==> config.mk <==
export PLATFORM = sky130hd
export DESIGN_NAME = ysyx_22040125_idu_stage_flat
export DESIGN_NICKNAME = d
export VERILOG_FILES = /design/src/rtl/ysyx_22040125_config.sv /design/src/rtl/ysyx_22040125_idu_stage_if.sv /design/src/rtl/ysyx_22040125_idu_dec.sv /design/src/rtl/ysyx_22040125_idu_stage.sv /design/src/flat_wrapper.sv
export SDC_FILE = /design/constraint.sdc
export NUM_CORES = 1
export LEC_CHECK = 0
export CORE_ASPECT_RATIO = 1.2
export CORE_MARGIN = 3
export CORE_UTILIZATION = 50
export DETAILED_ROUTE_END_ITERATION = 8
export PLACE_DENSITY = 0.86
export SKIP_CTS_REPAIR_TIMING = 1
export SLEW_MARGIN = 10
export SYNTH_ARGS = -nofsm -noshare
export SYNTH_HDL_FRONTEND = slang
export SYNTH_SLANG_ARGS = --single-unit
==> constraint.sdc <==
create_clock -name clk -period 12.5 [get_ports clk]
set_input_delay 3.75 -clock clk [delete_from_list [all_inputs] [get_ports clk]]
set_output_delay 3.75 -clock clk [all_outputs]
set_load 0.02 [all_outputs]
==> src/rtl/ysyx_22040125_config.sv <==
// rtl/ysyx_22040125_config.sv - shared opcode constants, op codes, select encodings and decoded-bundle type
package ysyx_22040125_config;

   localparam logic [6:0] OPC_LUI      = 7'b0110111;
   localparam logic [6:0] OPC_AUIPC    = 7'b0010111;
   localparam logic [6:0] OPC_JAL      = 7'b1101111;
   localparam logic [6:0] OPC_JALR     = 7'b1100111;
   localparam logic [6:0] OPC_BRANCH   = 7'b1100011;
   localparam logic [6:0] OPC_LOAD     = 7'b0000011;
   localparam logic [6:0] OPC_STORE    = 7'b0100011;
   localparam logic [6:0] OPC_OP_IMM   = 7'b0010011;
   localparam logic [6:0] OPC_OP       = 7'b0110011;
   localparam logic [6:0] OPC_OP_IMM32 = 7'b0011011;
   localparam logic [6:0] OPC_OP32     = 7'b0111011;
   localparam logic [6:0] OPC_MISC_MEM = 7'b0001111;
   localparam logic [6:0] OPC_SYSTEM   = 7'b1110011;

   localparam logic [31:0] INST_ECALL  = 32'h00000073;
   localparam logic [31:0] INST_EBREAK = 32'h00100073;

   localparam logic [2:0] PC_SEL_SEQ  = 3'b001;
   localparam logic [2:0] PC_SEL_JAL  = 3'b010;
   localparam logic [2:0] PC_SEL_BR   = 3'b011;
   localparam logic [2:0] PC_SEL_JALR = 3'b100;

   localparam logic [1:0] SRC_PC  = 2'b01;
   localparam logic [1:0] SRC_IMM = 2'b01;
   localparam logic [1:0] SRC_REG = 2'b10;

   // Loads, stores and M-extension codes are laid out so that op = base + funct3
   localparam logic [11:0] OP_NONE  = 12'd0,  OP_ADD   = 12'd1,  OP_SUB   = 12'd2,  OP_SLL    = 12'd3;
   localparam logic [11:0] OP_SLT   = 12'd4,  OP_SLTU  = 12'd5,  OP_XOR   = 12'd6,  OP_SRL    = 12'd7;
   localparam logic [11:0] OP_SRA   = 12'd8,  OP_OR    = 12'd9,  OP_AND   = 12'd10, OP_LUI    = 12'd11;
   localparam logic [11:0] OP_AUIPC = 12'd12, OP_JAL   = 12'd13, OP_JALR  = 12'd14, OP_BEQ    = 12'd15;
   localparam logic [11:0] OP_BNE   = 12'd16, OP_BLT   = 12'd17, OP_BGE   = 12'd18, OP_BLTU   = 12'd19;
   localparam logic [11:0] OP_BGEU  = 12'd20, OP_LB    = 12'd21, OP_LH    = 12'd22, OP_LW     = 12'd23;
   localparam logic [11:0] OP_LD    = 12'd24, OP_LBU   = 12'd25, OP_LHU   = 12'd26, OP_LWU    = 12'd27;
   localparam logic [11:0] OP_SB    = 12'd28, OP_SH    = 12'd29, OP_SW    = 12'd30, OP_SD     = 12'd31;
   localparam logic [11:0] OP_ADDW  = 12'd32, OP_SUBW  = 12'd33, OP_SLLW  = 12'd34, OP_SRLW   = 12'd35;
   localparam logic [11:0] OP_SRAW  = 12'd36, OP_FENCE = 12'd37, OP_ECALL = 12'd38, OP_EBREAK = 12'd39;
   localparam logic [11:0] OP_MUL   = 12'd40, OP_MULH  = 12'd41, OP_MULHSU = 12'd42, OP_MULHU = 12'd43;
   localparam logic [11:0] OP_DIV   = 12'd44, OP_DIVU  = 12'd45, OP_REM   = 12'd46, OP_REMU   = 12'd47;
   localparam logic [11:0] OP_MULW  = 12'd48, OP_DIVW  = 12'd49, OP_DIVUW = 12'd50, OP_REMW   = 12'd51;
   localparam logic [11:0] OP_REMUW = 12'd52;

   typedef enum logic [2:0] {
      IMM_NONE, IMM_I, IMM_S, IMM_B, IMM_U, IMM_J, IMM_SH
   } imm_fmt_e;

   typedef struct packed {
      logic [11:0] op;
      logic [4:0]  rd;
      logic [4:0]  rs1;
      logic [4:0]  rs2;
      logic [2:0]  pc_sel;
      logic [1:0]  src1_sel;
      logic [1:0]  src2_sel;
      logic [1:0]  mem_size;
      logic        mem_unsigned;
      logic        data_wen;
      logic        data_ren;
      logic        reg_wen;
      logic        word_op;
      logic        ebreak;
      logic        illegal;
   } dec_t;

endpackage

==> src/rtl/ysyx_22040125_idu_stage_if.sv <==
// rtl/ysyx_22040125_idu_stage_if.sv - fetch-side and execute-side handshake bundle of the IDU stage
interface ysyx_22040125_idu_stage_if #(
   parameter int XLEN = 64
);
   logic            in_valid;
   logic            in_ready;
   logic [31:0]     in_inst;
   logic [XLEN-1:0] in_pc;
   logic            flush;
   logic            out_valid;
   logic            out_ready;
   logic [XLEN-1:0] out_pc;
   logic [XLEN-1:0] out_imm;
   logic [11:0]     out_op;
   logic [4:0]      out_rd;
   logic [4:0]      out_rs1;
   logic [4:0]      out_rs2;
   logic [2:0]      out_pc_sel;
   logic [1:0]      out_src1_sel;
   logic [1:0]      out_src2_sel;
   logic [1:0]      out_mem_size;
   logic            out_mem_unsigned;
   logic            out_data_wen;
   logic            out_data_ren;
   logic            out_reg_wen;
   logic            out_word_op;
   logic            out_ebreak;
   logic            out_illegal;

   modport slave (
      input  in_valid, in_inst, in_pc, flush, out_ready,
      output in_ready, out_valid, out_pc, out_imm, out_op, out_rd, out_rs1, out_rs2,
             out_pc_sel, out_src1_sel, out_src2_sel, out_mem_size, out_mem_unsigned,
             out_data_wen, out_data_ren, out_reg_wen, out_word_op, out_ebreak, out_illegal
   );

   modport master (
      output in_valid, in_inst, in_pc, flush, out_ready,
      input  in_ready, out_valid, out_pc, out_imm, out_op, out_rd, out_rs1, out_rs2,
             out_pc_sel, out_src1_sel, out_src2_sel, out_mem_size, out_mem_unsigned,
             out_data_wen, out_data_ren, out_reg_wen, out_word_op, out_ebreak, out_illegal
   );
endinterface

==> src/rtl/ysyx_22040125_idu_dec.sv <==
// rtl/ysyx_22040125_idu_dec.sv - combinational RV64I decoder; YSYX_22040125_RVM_EN adds the M-extension op codes
module ysyx_22040125_idu_dec
   import ysyx_22040125_config::*;
#(
   parameter int XLEN = 64
) (
   input  logic [31:0]     inst,
   output dec_t            ctl,
   output logic [XLEN-1:0] imm
);

   logic [6:0] opcode;
   logic [2:0] f3;
   logic [6:0] f7;
   imm_fmt_e   fmt;
   logic       legal;

   assign opcode = inst[6:0];
   assign f3     = inst[14:12];
   assign f7     = inst[31:25];

   always_comb begin
      ctl          = '0;
      ctl.rd       = inst[11:7];
      ctl.rs1      = inst[19:15];
      ctl.rs2      = inst[24:20];
      ctl.pc_sel   = PC_SEL_SEQ;
      ctl.src1_sel = SRC_REG;
      ctl.src2_sel = SRC_REG;
      fmt          = IMM_NONE;
      legal        = 1'b1;

      case (opcode)
         OPC_LUI: begin
            ctl.op = OP_LUI; fmt = IMM_U; ctl.src2_sel = SRC_IMM; ctl.reg_wen = 1'b1;
         end
         OPC_AUIPC: begin
            ctl.op = OP_AUIPC; fmt = IMM_U; ctl.reg_wen = 1'b1;
            ctl.src1_sel = SRC_PC; ctl.src2_sel = SRC_IMM;
         end
         OPC_JAL: begin
            ctl.op = OP_JAL; fmt = IMM_J; ctl.reg_wen = 1'b1; ctl.pc_sel = PC_SEL_JAL;
            ctl.src1_sel = SRC_PC; ctl.src2_sel = SRC_IMM;
         end
         OPC_JALR: begin
            legal = (f3 == 3'b000);
            ctl.op = OP_JALR; fmt = IMM_I; ctl.reg_wen = 1'b1; ctl.pc_sel = PC_SEL_JALR;
            ctl.src2_sel = SRC_IMM;
         end
         OPC_BRANCH: begin
            fmt = IMM_B; ctl.pc_sel = PC_SEL_BR; ctl.src1_sel = SRC_PC;
            case (f3)
               3'b000:  ctl.op = OP_BEQ;
               3'b001:  ctl.op = OP_BNE;
               3'b100:  ctl.op = OP_BLT;
               3'b101:  ctl.op = OP_BGE;
               3'b110:  ctl.op = OP_BLTU;
               3'b111:  ctl.op = OP_BGEU;
               default: legal = 1'b0;
            endcase
         end
         OPC_LOAD: begin
            legal = (f3 != 3'b111);
            ctl.op = OP_LB + {9'b0, f3}; fmt = IMM_I; ctl.src2_sel = SRC_IMM;
            ctl.data_ren = 1'b1; ctl.reg_wen = 1'b1;
            ctl.mem_size = f3[1:0]; ctl.mem_unsigned = f3[2];
         end
         OPC_STORE: begin
            legal = !f3[2];
            ctl.op = OP_SB + {9'b0, f3}; fmt = IMM_S; ctl.src2_sel = SRC_IMM;
            ctl.data_wen = 1'b1;
            ctl.mem_size = f3[1:0]; ctl.mem_unsigned = f3[2];
         end
         OPC_OP_IMM: begin
            fmt = IMM_I; ctl.src2_sel = SRC_IMM; ctl.reg_wen = 1'b1;
            case (f3)
               3'b000: ctl.op = OP_ADD;
               3'b010: ctl.op = OP_SLT;
               3'b011: ctl.op = OP_SLTU;
               3'b100: ctl.op = OP_XOR;
               3'b110: ctl.op = OP_OR;
               3'b111: ctl.op = OP_AND;
               3'b001: begin
                  fmt = IMM_SH; ctl.op = OP_SLL; legal = (inst[31:26] == 6'b000000);
               end
               default: begin
                  fmt = IMM_SH;
                  if (inst[31:26] == 6'b000000)      ctl.op = OP_SRL;
                  else if (inst[31:26] == 6'b010000) ctl.op = OP_SRA;
                  else                               legal = 1'b0;
               end
            endcase
         end
         OPC_OP_IMM32: begin
            fmt = IMM_I; ctl.src2_sel = SRC_IMM; ctl.reg_wen = 1'b1; ctl.word_op = 1'b1;
            case (f3)
               3'b000: ctl.op = OP_ADDW;
               3'b001: begin
                  fmt = IMM_SH; ctl.op = OP_SLLW; legal = (f7 == 7'b0000000);
               end
               3'b101: begin
                  fmt = IMM_SH;
                  if (f7 == 7'b0000000)      ctl.op = OP_SRLW;
                  else if (f7 == 7'b0100000) ctl.op = OP_SRAW;
                  else                       legal = 1'b0;
               end
               default: legal = 1'b0;
            endcase
         end
         OPC_OP: begin
            ctl.reg_wen = 1'b1;
            case (f7)
               7'b0000000: begin
                  case (f3)
                     3'b000:  ctl.op = OP_ADD;
                     3'b001:  ctl.op = OP_SLL;
                     3'b010:  ctl.op = OP_SLT;
                     3'b011:  ctl.op = OP_SLTU;
                     3'b100:  ctl.op = OP_XOR;
                     3'b101:  ctl.op = OP_SRL;
                     3'b110:  ctl.op = OP_OR;
                     default: ctl.op = OP_AND;
                  endcase
               end
               7'b0100000: begin
                  if (f3 == 3'b000)      ctl.op = OP_SUB;
                  else if (f3 == 3'b101) ctl.op = OP_SRA;
                  else                   legal = 1'b0;
               end
               7'b0000001: begin
`ifdef YSYX_22040125_RVM_EN
                  ctl.op = OP_MUL + {9'b0, f3};
`else
                  legal = 1'b0;
`endif
               end
               default: legal = 1'b0;
            endcase
         end
         OPC_OP32: begin
            ctl.reg_wen = 1'b1; ctl.word_op = 1'b1;
            case (f7)
               7'b0000000: begin
                  if (f3 == 3'b000)      ctl.op = OP_ADDW;
                  else if (f3 == 3'b001) ctl.op = OP_SLLW;
                  else if (f3 == 3'b101) ctl.op = OP_SRLW;
                  else                   legal = 1'b0;
               end
               7'b0100000: begin
                  if (f3 == 3'b000)      ctl.op = OP_SUBW;
                  else if (f3 == 3'b101) ctl.op = OP_SRAW;
                  else                   legal = 1'b0;
               end
               7'b0000001: begin
`ifdef YSYX_22040125_RVM_EN
                  case (f3)
                     3'b000:  ctl.op = OP_MULW;
                     3'b100:  ctl.op = OP_DIVW;
                     3'b101:  ctl.op = OP_DIVUW;
                     3'b110:  ctl.op = OP_REMW;
                     3'b111:  ctl.op = OP_REMUW;
                     default: legal = 1'b0;
                  endcase
`else
                  legal = 1'b0;
`endif
               end
               default: legal = 1'b0;
            endcase
         end
         OPC_MISC_MEM: begin
            legal = (f3 == 3'b000);
            ctl.op = OP_FENCE; fmt = IMM_I; ctl.src2_sel = SRC_IMM;
         end
         OPC_SYSTEM: begin
            fmt = IMM_I; ctl.src2_sel = SRC_IMM;
            if (inst == INST_ECALL) begin
               ctl.op = OP_ECALL;
            end else if (inst == INST_EBREAK) begin
               ctl.op = OP_EBREAK; ctl.ebreak = 1'b1; ctl.rs1 = 5'd10;
            end else begin
               legal = 1'b0;
            end
         end
         default: legal = 1'b0;
      endcase

      // An illegal word keeps only its raw register fields and the sequential defaults
      if (!legal) begin
         ctl          = '0;
         ctl.rd       = inst[11:7];
         ctl.rs1      = inst[19:15];
         ctl.rs2      = inst[24:20];
         ctl.pc_sel   = PC_SEL_SEQ;
         ctl.src1_sel = SRC_REG;
         ctl.src2_sel = SRC_REG;
         ctl.illegal  = 1'b1;
         fmt          = IMM_NONE;
      end

      if (ctl.rd == 5'd0) ctl.reg_wen = 1'b0;
   end

   always_comb begin
      case (fmt)
         IMM_I:   imm = {{(XLEN-12){inst[31]}}, inst[31:20]};
         IMM_S:   imm = {{(XLEN-12){inst[31]}}, inst[31:25], inst[11:7]};
         IMM_B:   imm = {{(XLEN-13){inst[31]}}, inst[31], inst[7], inst[30:25], inst[11:8], 1'b0};
         IMM_U:   imm = {{(XLEN-32){inst[31]}}, inst[31:12], 12'b0};
         IMM_J:   imm = {{(XLEN-21){inst[31]}}, inst[31], inst[19:12], inst[20], inst[30:21], 1'b0};
         IMM_SH:  imm = {{(XLEN-6){1'b0}}, inst[25:20]};
         default: imm = '0;
      endcase
   end

endmodule

==> src/rtl/ysyx_22040125_idu_stage.sv <==
// rtl/ysyx_22040125_idu_stage.sv - decode stage: decoder plus a DEPTH-entry queue of decoded bundles
// The M-extension decode is enabled by defining YSYX_22040125_RVM_EN.
module ysyx_22040125_idu_stage
   import ysyx_22040125_config::*;
#(
   parameter int XLEN  = 64,
   parameter int DEPTH = 2
) (
   input logic                        clk,
   input logic                        rst,
   ysyx_22040125_idu_stage_if.slave   bus
);

   localparam int PW = (DEPTH > 1) ? $clog2(DEPTH) : 1;
   localparam logic [PW:0] FULL_CNT = (PW + 1)'(DEPTH);

   dec_t            dec_ctl;
   logic [XLEN-1:0] dec_imm;

   ysyx_22040125_idu_dec #(.XLEN(XLEN)) u_dec (
      .inst (bus.in_inst),
      .ctl  (dec_ctl),
      .imm  (dec_imm)
   );

   dec_t            ctl_q [DEPTH];
   logic [XLEN-1:0] imm_q [DEPTH];
   logic [XLEN-1:0] pc_q  [DEPTH];
   logic [PW-1:0]   wr_ptr;
   logic [PW-1:0]   rd_ptr;
   logic [PW:0]     count;
   logic            in_ready;
   logic            out_valid;
   logic            enq;
   logic            deq;
   dec_t            head;

   // Handshakes are masked during reset so nothing is seen before the counters clear
   assign in_ready  = !rst && (count != FULL_CNT);
   assign out_valid = !rst && (count != '0);
   assign enq       = bus.in_valid && in_ready && !bus.flush;
   assign deq       = out_valid && bus.out_ready && !bus.flush;

   always_ff @(posedge clk) begin
      if (rst || bus.flush) begin
         wr_ptr <= '0;
         rd_ptr <= '0;
         count  <= '0;
      end else begin
         if (enq) wr_ptr <= wr_ptr + 1'b1;
         if (deq) rd_ptr <= rd_ptr + 1'b1;
         case ({enq, deq})
            2'b10:   count <= count + 1'b1;
            2'b01:   count <= count - 1'b1;
            default: count <= count;
         endcase
      end
   end

   always_ff @(posedge clk) begin
      if (enq) begin
         ctl_q[wr_ptr] <= dec_ctl;
         imm_q[wr_ptr] <= dec_imm;
         pc_q[wr_ptr]  <= bus.in_pc;
      end
   end

   assign head = out_valid ? ctl_q[rd_ptr] : '0;

   assign bus.in_ready         = in_ready;
   assign bus.out_valid        = out_valid;
   assign bus.out_pc           = out_valid ? pc_q[rd_ptr]  : '0;
   assign bus.out_imm          = out_valid ? imm_q[rd_ptr] : '0;
   assign bus.out_op           = head.op;
   assign bus.out_rd           = head.rd;
   assign bus.out_rs1          = head.rs1;
   assign bus.out_rs2          = head.rs2;
   assign bus.out_pc_sel       = head.pc_sel;
   assign bus.out_src1_sel     = head.src1_sel;
   assign bus.out_src2_sel     = head.src2_sel;
   assign bus.out_mem_size     = head.mem_size;
   assign bus.out_mem_unsigned = head.mem_unsigned;
   assign bus.out_data_wen     = head.data_wen;
   assign bus.out_data_ren     = head.data_ren;
   assign bus.out_reg_wen      = head.reg_wen;
   assign bus.out_word_op      = head.word_op;
   assign bus.out_ebreak       = head.ebreak;
   assign bus.out_illegal      = head.illegal;

endmodule

==> src/flat_wrapper.sv <==
// flat-port wrapper written by rule: the top's interface ports become plain ports
module ysyx_22040125_idu_stage_flat import ysyx_22040125_config::*;
#(
   parameter int XLEN  = 64,
   parameter int DEPTH = 2
)
  (clk, rst, bus_in_valid, bus_in_inst, bus_in_pc, bus_flush, bus_out_ready, bus_in_ready, bus_out_valid, bus_out_pc, bus_out_imm, bus_out_op, bus_out_rd, bus_out_rs1, bus_out_rs2, bus_out_pc_sel, bus_out_src1_sel, bus_out_src2_sel, bus_out_mem_size, bus_out_mem_unsigned, bus_out_data_wen, bus_out_data_ren, bus_out_reg_wen, bus_out_word_op, bus_out_ebreak, bus_out_illegal);
  ysyx_22040125_idu_stage_if #(.XLEN(XLEN)) bus_i ();
  input logic clk;
  input logic rst;
  input wire logic [$bits(bus_i.in_valid)-1:0] bus_in_valid;
  input wire logic [$bits(bus_i.in_inst)-1:0] bus_in_inst;
  input wire logic [$bits(bus_i.in_pc)-1:0] bus_in_pc;
  input wire logic [$bits(bus_i.flush)-1:0] bus_flush;
  input wire logic [$bits(bus_i.out_ready)-1:0] bus_out_ready;
  output wire logic [$bits(bus_i.in_ready)-1:0] bus_in_ready;
  output wire logic [$bits(bus_i.out_valid)-1:0] bus_out_valid;
  output wire logic [$bits(bus_i.out_pc)-1:0] bus_out_pc;
  output wire logic [$bits(bus_i.out_imm)-1:0] bus_out_imm;
  output wire logic [$bits(bus_i.out_op)-1:0] bus_out_op;
  output wire logic [$bits(bus_i.out_rd)-1:0] bus_out_rd;
  output wire logic [$bits(bus_i.out_rs1)-1:0] bus_out_rs1;
  output wire logic [$bits(bus_i.out_rs2)-1:0] bus_out_rs2;
  output wire logic [$bits(bus_i.out_pc_sel)-1:0] bus_out_pc_sel;
  output wire logic [$bits(bus_i.out_src1_sel)-1:0] bus_out_src1_sel;
  output wire logic [$bits(bus_i.out_src2_sel)-1:0] bus_out_src2_sel;
  output wire logic [$bits(bus_i.out_mem_size)-1:0] bus_out_mem_size;
  output wire logic [$bits(bus_i.out_mem_unsigned)-1:0] bus_out_mem_unsigned;
  output wire logic [$bits(bus_i.out_data_wen)-1:0] bus_out_data_wen;
  output wire logic [$bits(bus_i.out_data_ren)-1:0] bus_out_data_ren;
  output wire logic [$bits(bus_i.out_reg_wen)-1:0] bus_out_reg_wen;
  output wire logic [$bits(bus_i.out_word_op)-1:0] bus_out_word_op;
  output wire logic [$bits(bus_i.out_ebreak)-1:0] bus_out_ebreak;
  output wire logic [$bits(bus_i.out_illegal)-1:0] bus_out_illegal;
  assign bus_i.in_valid = bus_in_valid;
  assign bus_i.in_inst = bus_in_inst;
  assign bus_i.in_pc = bus_in_pc;
  assign bus_i.flush = bus_flush;
  assign bus_i.out_ready = bus_out_ready;
  assign bus_in_ready = bus_i.in_ready;
  assign bus_out_valid = bus_i.out_valid;
  assign bus_out_pc = bus_i.out_pc;
  assign bus_out_imm = bus_i.out_imm;
  assign bus_out_op = bus_i.out_op;
  assign bus_out_rd = bus_i.out_rd;
  assign bus_out_rs1 = bus_i.out_rs1;
  assign bus_out_rs2 = bus_i.out_rs2;
  assign bus_out_pc_sel = bus_i.out_pc_sel;
  assign bus_out_src1_sel = bus_i.out_src1_sel;
  assign bus_out_src2_sel = bus_i.out_src2_sel;
  assign bus_out_mem_size = bus_i.out_mem_size;
  assign bus_out_mem_unsigned = bus_i.out_mem_unsigned;
  assign bus_out_data_wen = bus_i.out_data_wen;
  assign bus_out_data_ren = bus_i.out_data_ren;
  assign bus_out_reg_wen = bus_i.out_reg_wen;
  assign bus_out_word_op = bus_i.out_word_op;
  assign bus_out_ebreak = bus_i.out_ebreak;
  assign bus_out_illegal = bus_i.out_illegal;
  ysyx_22040125_idu_stage #(.XLEN(XLEN), .DEPTH(DEPTH)) u_core (.clk(clk), .rst(rst), .bus(bus_i));
endmodule
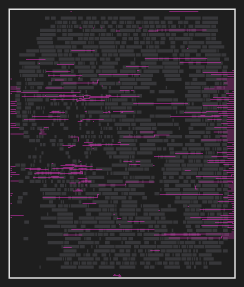
(run_1/layer_met3.png)
(1.5 px per µm) Cells faint in the background.
share of all routed wire: 7.1%
wire length on this layer: 2200 µm
via count: 8307
routed wire length: 31.13 mm
M3 GR Usage: 3.583%

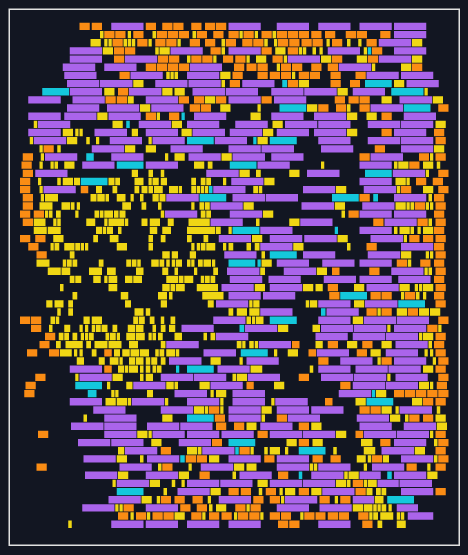
(run_1/placement_by_type.png)
(3 px per µm)
| class | colour | cells |
|---|---|---|
| combinational and other logic | yellow | 589 |
| sequential cells | purple | 271 |
| clock drivers and dummy loads | cyan | 47 |
| remaining buffers and delay cells | orange | 276 |
Seq/total area: 51.23%
final core utilization: 65.47%
site row count: 62

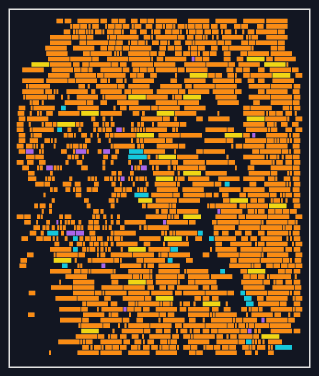
(run_1/sizes.png)
(2 px per µm)
| size | colour | cells |
|---|---|---|
| _3 and _4 cells | cyan | 20 |
| _0 and _1 cells | orange | 1115 |
| _6 and larger | yellow | 29 |
| _2 cells | purple | 19 |
Area Growth Syn to Fin: 27.84%
Non-Clock Buffer Count: 276

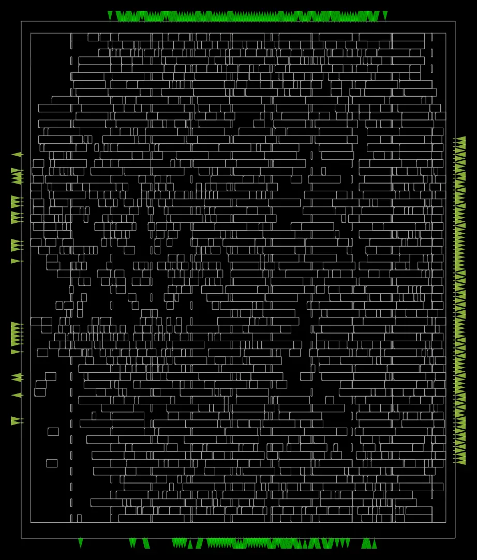
(run_1/placement.png)
Core ar.: 24130 µm²
Flops: 271
Non-Filler Instances: 1503
Fill cells: 1755
# Taps: 320

==> results.yml, run 1 <==
# physical design summary
cells_and_area:
  final_nets: 1273
  buffer_area_share_pct: 17.35
  logic_gate_count: 576
  lay_top_count: "clkdlybuf4s50_1"
  dominant-cell-class: "registers"
  final_cell_mix: "clkdlybuf4s50_1, edfxtp_1, nor2_1"
  clkbuf_count: 31
  final_area_um2: 15800
  largest_reg_flops: 128
  largest-register: "u_core.pc_q"
  comb_share_pct: 23.56
min_path:
  holdCritPathClass: "reg -> reg"
  whs_path_depth: 2
  worstHoldEndpoint: "u_core.rd_ptr"
timing:
  skew_ns: 0.01473
  slew_headroom_pct: 26.69
  tightest_slew_ns: 1.097
  hold_viol: 0
  rsz0062_at_grt: "no"
  worst_slack_ns: 2.369
  timing.fmax_mhz: 98.71
  tns_ns: 0
  setup_viol: 0
  min_period_ns: 10.13
critical_path:
  path_class: "in -> out"
  critPathCapture: "bus_out_imm[21]"
  cp.required_ns: 8.75
  timing.critical_path.mode_cell: "clkdlybuf4s50_1"
  end_kind: "output port"
  cp_slowest_stage_delay_ns: 0.74
  crit_fanout: 82
  critical-path-top-delay-family: "buffers and inverters"
  rr_endpoint: "u_core.imm_q[0][13]"
  cp_num_buf_inv: 3
yosys:
  compound_area_share_pct: 5.478
  synth-seq-cells: 271
  netlist_area_um2: 12360
  largest_area_cell: "edfxtp_1"
  ys_sh_adder_pct: 0.8101
  mux_share_pct: 10.95
  yosys-top-cells-count: "edfxtp_1, nor2_1, mux2i_1"
  top_logic_kind: "simple AND/OR/NAND/NOR gates"
  simple_gate_area_share_pct: 12.10
  synth.most_common_cell: "edfxtp_1"
run:
  openroad.warnings: 31
  maxCapViolCount: 0
clock_tree:
  cts_buffer_depth: 3
  cts_tree: "built"
  cts_num_sinks: 271
  worst_skew_pair.late_latency_ns: 0.52
  cts.clk_slew.worst_paths_ns: 0.06
  cts_root_buf: "clkbuf_16"
  cts_buffers: 26
power:
  p_seq_mw: 1.01
  sw_frac_of_total_pct: 20.72
  comb_power_share_pct: 6.3
  p_leak_nw: 4.922
  pwr_density_cell_nw_per_um2: 117.5
  p_sw_uw: 384.6
  p_seq_share_pct: 54.4
global_routing:
  grt_overflow: 0
  grt_pass1_vias: 8067
  grt_max_degree: 83
  grt_pass1_wl_mm: 45.71
  grt.busiest_layer: "met2"
  grt_antenna_before_repair: 0
placement:
  dp_cells: 1456
  post-place-ws_ns: 2.092
  place.gp.congestion: 0.9417
  hpwl_mm: 21.39
floorplanning:
  fp_util_pct: 51.21
  die_x_um: 149.5
drt:
  routed-wl-met2_mm: 16.03
  drt_iter0_markers: 665
  viasPerCell: 5.527
  drc: 0
  ant_nets: 0
outcome:
  status: "complete, no violations"
==> run_1/flops_by_reg.png <==
(2 px per µm) Other sequential cells in the stronger grey, the rest of the logic in the fainter grey.
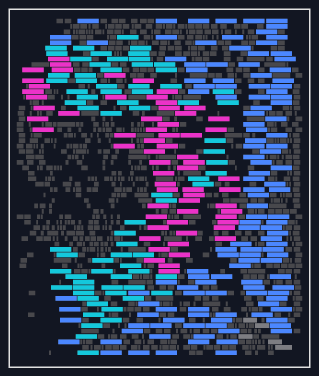

==> inputs of run 2 (changes only) <==
Clock period 12.5 ns to 9.4 ns, I/O delays scaled along.
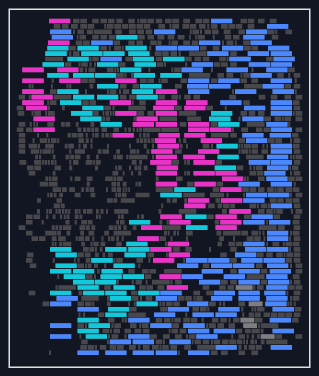
(run_2/flops_by_reg.png)
(2 px per µm) Other sequential cells in the stronger grey, the rest of the logic in the fainter grey.
| netlist name | colour | flops |
|---|---|---|
| `u_core.imm_q` | magenta | 64 |
| `u_core.pc_q` | blue | 128 |
| `u_core.ctl_q` | cyan | 74 |
not coloured: 5
Seq/total area: 51.08%
final core utilization: 65.66%
P_seq: 1.34 mW

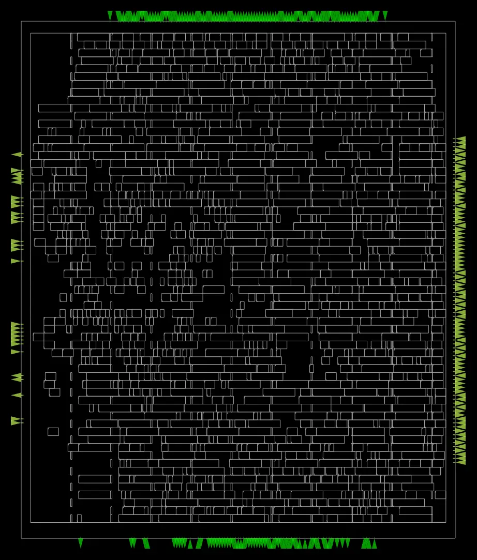
(run_2/placement.png)
Fill cells: 1782
Non-Filler Instances: 1500

==> results.yml, run 2 <==
# physical design summary
critical_path:
  cp_slowest_stage_delay_ns: 0.94
  crit_fanout: 41
  cp.required_ns: 6.58
  path_class: "in -> out"
  cp_num_buf_inv: 2
  critical-path-top-delay-family: "simple AND/OR/NAND/NOR gates"
  critPathCapture: "bus_out_imm[43]"
  end_kind: "output port"
min_path:
  whs_path_depth: 2
  holdCritPathClass: "reg -> reg"
  worstHoldEndpoint: "u_core.rd_ptr"
timing:
  tightest_slew_ns: 1.125
  tns_ns: 0
  hold_viol: 0
  skew_ns: 0.008517
  setup_viol: 0
outcome:
  status: "complete, no violations"
power:
  p_sw_uw: 494.1
  pwr_density_cell_nw_per_um2: 158.0
  sw_frac_of_total_pct: 19.74
global_routing:
  grt_pass1_vias: 8260
  grt_max_degree: 95
  grt_overflow: 0
  grt.busiest_layer: "met2"
  grt_pass1_wl_mm: 45.52
  grt_antenna_before_repair: 0
  grtUsageMet3_pct: 3.914
placement:
  place.gp.congestion: 0.9360
  dp_cells: 1455
  hpwl_mm: 20.90
  post-place-ws_ns: 1.071
yosys:
  synth.most_common_cell: "edfxtp_1"
  netlist_area_um2: 12360
  synth-seq-cells: 271
  mux_share_pct: 10.95
  compound_area_share_pct: 5.478
  top_logic_kind: "simple AND/OR/NAND/NOR gates"
drt:
  wirelength_mm: 30.41
  drt_iter0_markers: 605
  ant_nets: 0
  viasPerCell: 5.495
  drc: 0
cells_and_area:
  comb_share_pct: 23.46
  buffer_area_share_pct: 17.41
  final_nets: 1272
  clkbuf_count: 32
  largest-register: "u_core.pc_q"
  design.seq.count: 271
floorplanning:
  row_count: 62
  fp_util_pct: 51.21
  nWellTaps: 320
  coreArea_um2: 24130
  die_x_um: 149.5
clock_tree:
  cts.clk_slew.worst_paths_ns: 0.05
  cts_buffer_depth: 3
  cts_root_buf: "clkbuf_16"
  cts_tree: "built"
run:
  openroad.warnings: 32
  maxCapViolCount: 0
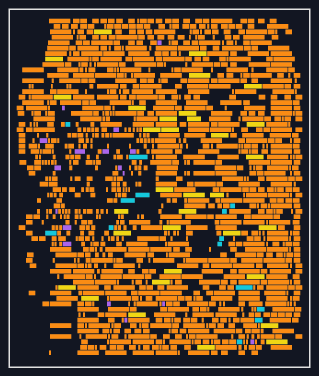
(run_2/sizes.png)
(2 px per µm)
| size | colour | cells |
|---|---|---|
| _3 and _4 cells | cyan | 14 |
| _6 and larger | yellow | 33 |
| _2 cells | purple | 17 |
| _0 and _1 cells | orange | 1116 |
Area Growth Syn to Fin: 28.20%
Final Cell Area: 15840 µm²
Non-Clock Buffer Count: 275
setup ws final: 1.105 ns

==> run_2/layer_met3.png <==
(1.5 px per µm) Cells faint in the background.
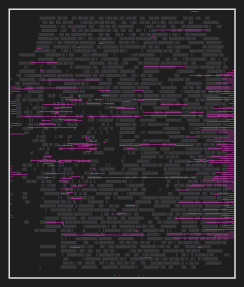

==> inputs of run 3 (changes only) <==
Settings changed: CTS_CLUSTER_SIZE from default to 40.
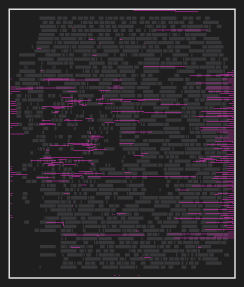
(run_3/layer_met3.png)
(1.5 px per µm) Cells faint in the background.
nets with wire on the layer: 177
wire length on this layer: 2110 µm
routed wire length: 30.39 mm
M3 GR Usage: 3.837%

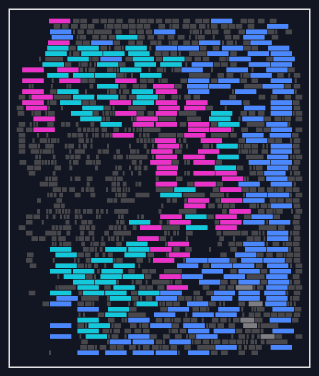
(run_3/flops_by_reg.png)
(2 px per µm) Other sequential cells in the stronger grey, the rest of the logic in the fainter grey.
| netlist name | colour | flops |
|---|---|---|
| `u_core.imm_q` | magenta | 64 |
| `u_core.pc_q` | blue | 128 |
| `u_core.ctl_q` | cyan | 74 |
not coloured: 5
register area: 8092 µm²
Seq/total area: 51.07%
final core utilization: 65.67%

==> results.yml, run 3 <==
# physical design summary
clock_tree:
  cts_htree_levels: 1
  cts.clk_slew.worst_paths_ns: 0.05
  cts_buffer_depth: 3
  worst_skew_pair.late_latency_ns: 0.51
  cts_root_buf: "clkbuf_16"
  cts_num_sinks: 271
  cts_tree: "built"
outcome:
  status: "complete, no violations"
yosys:
  yosys-top-cells-count: "edfxtp_1, nor2_1, mux2i_1"
  netlist_area_um2: 12360
  synth.most_common_cell: "edfxtp_1"
  mux_share_pct: 10.95
  synthArstFlopShare_pct: 0
  top_logic_kind: "simple AND/OR/NAND/NOR gates"
  synth-seq-cells: 271
  yosys.area.top_type_share_pct: 64.65
  syn_inst: 951
  compound_area_share_pct: 5.478
critical_path:
  cp_num_buf_inv: 2
  crit_fanout: 41
  critical-path-top-delay-family: "simple AND/OR/NAND/NOR gates"
  r2r_slack_ns: 6.50
  cp_slowest_stage_delay_ns: 0.95
  critPathCapture: "bus_out_imm[43]"
  end_kind: "output port"
  rr_endpoint: "u_core.ctl_q[0][33]"
  path_cells: "clkdlybuf4s50_1 -> or2_4 -> nor2_2 -> clkdlybuf4s50_1"
  cp.required_ns: 6.58
  path_class: "in -> out"
drt:
  wl_per_cell_um: 20.25
  drt_iter0_markers: 653
  viasPerCell: 5.474
  ant_nets: 0
  drc: 0
cells_and_area:
  design.seq.count: 271
  final_nets: 1272
  num-nonclk-buffers: 275
  final_area_um2: 15840
  reg.largest.list: "u_core.pc_q: 128 flops, u_core.ctl_q: 74 flops, u_core.imm_q: 64 flops"
  areaGrowthSynthToFinish_pct: 28.22
  comb_share_pct: 23.46
  buffer_area_share_pct: 17.41
  largest-register: "u_core.pc_q"
  clkbuf_count: 33
  drive_above_1_share_pct: 5.334
placement:
  post-place-ws_ns: 1.071
  place.gp.congestion: 0.9360
  hpwl_mm: 20.90
  dp_cells: 1455
  place_area_um2: 15010
floorplanning:
  row_count: 62
  io_pins: 274
  die_x_um: 149.5
  nWellTaps: 320
  fp_util_pct: 51.21
  coreArea_um2: 24130
global_routing:
  grt_antenna_before_repair: 0
  grt_pass1_wl_mm: 45.60
  grt_max_degree: 95
  grt.busiest_layer: "met2"
  grt_overflow: 0
  grtUsageMet2_pct: 38.47
  grt_pass1_vias: 8263
timing:
  hold_viol: 0
  setup_viol: 0
  worst_slack_ns: 1.098
  final.period_utilization_pct: 88.32
  tightest_slew_ns: 1.136
  skew_ns: 0.006009
  tns_ns: 0
min_path:
  whs_path_depth: 2
  worstHoldEndpoint: "u_core.rd_ptr"
  holdCritPathClass: "reg -> reg"
  worstHoldStart: "u_core.rd_ptr"
power:
  maxPowerGroup: "sequential cells"
  design_power_total_mw: 2.505
  clkPwrFrac_pct: 40.2
  p_sw_uw: 495.2
  vdd_drop_max_uv: 110.8
  sw_frac_of_total_pct: 19.77
  p_seq_mw: 1.34
  pwr_density_cell_nw_per_um2: 158.1
run:
  maxCapViolCount: 0
  openroad.warnings: 32
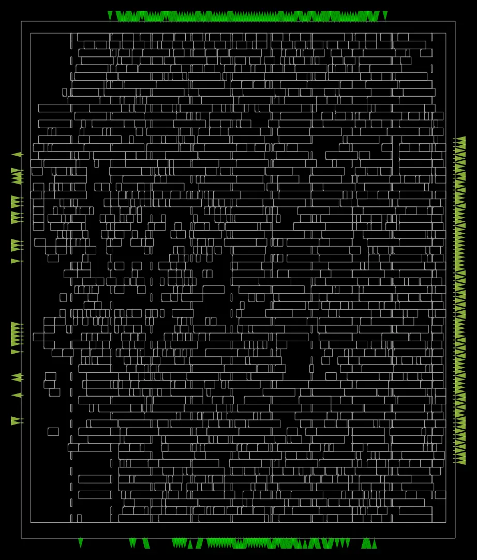
(run_3/placement.png)
Fill cells: 1784
Non-Filler Instances: 1501

Power and IR drop assume default switching activity.
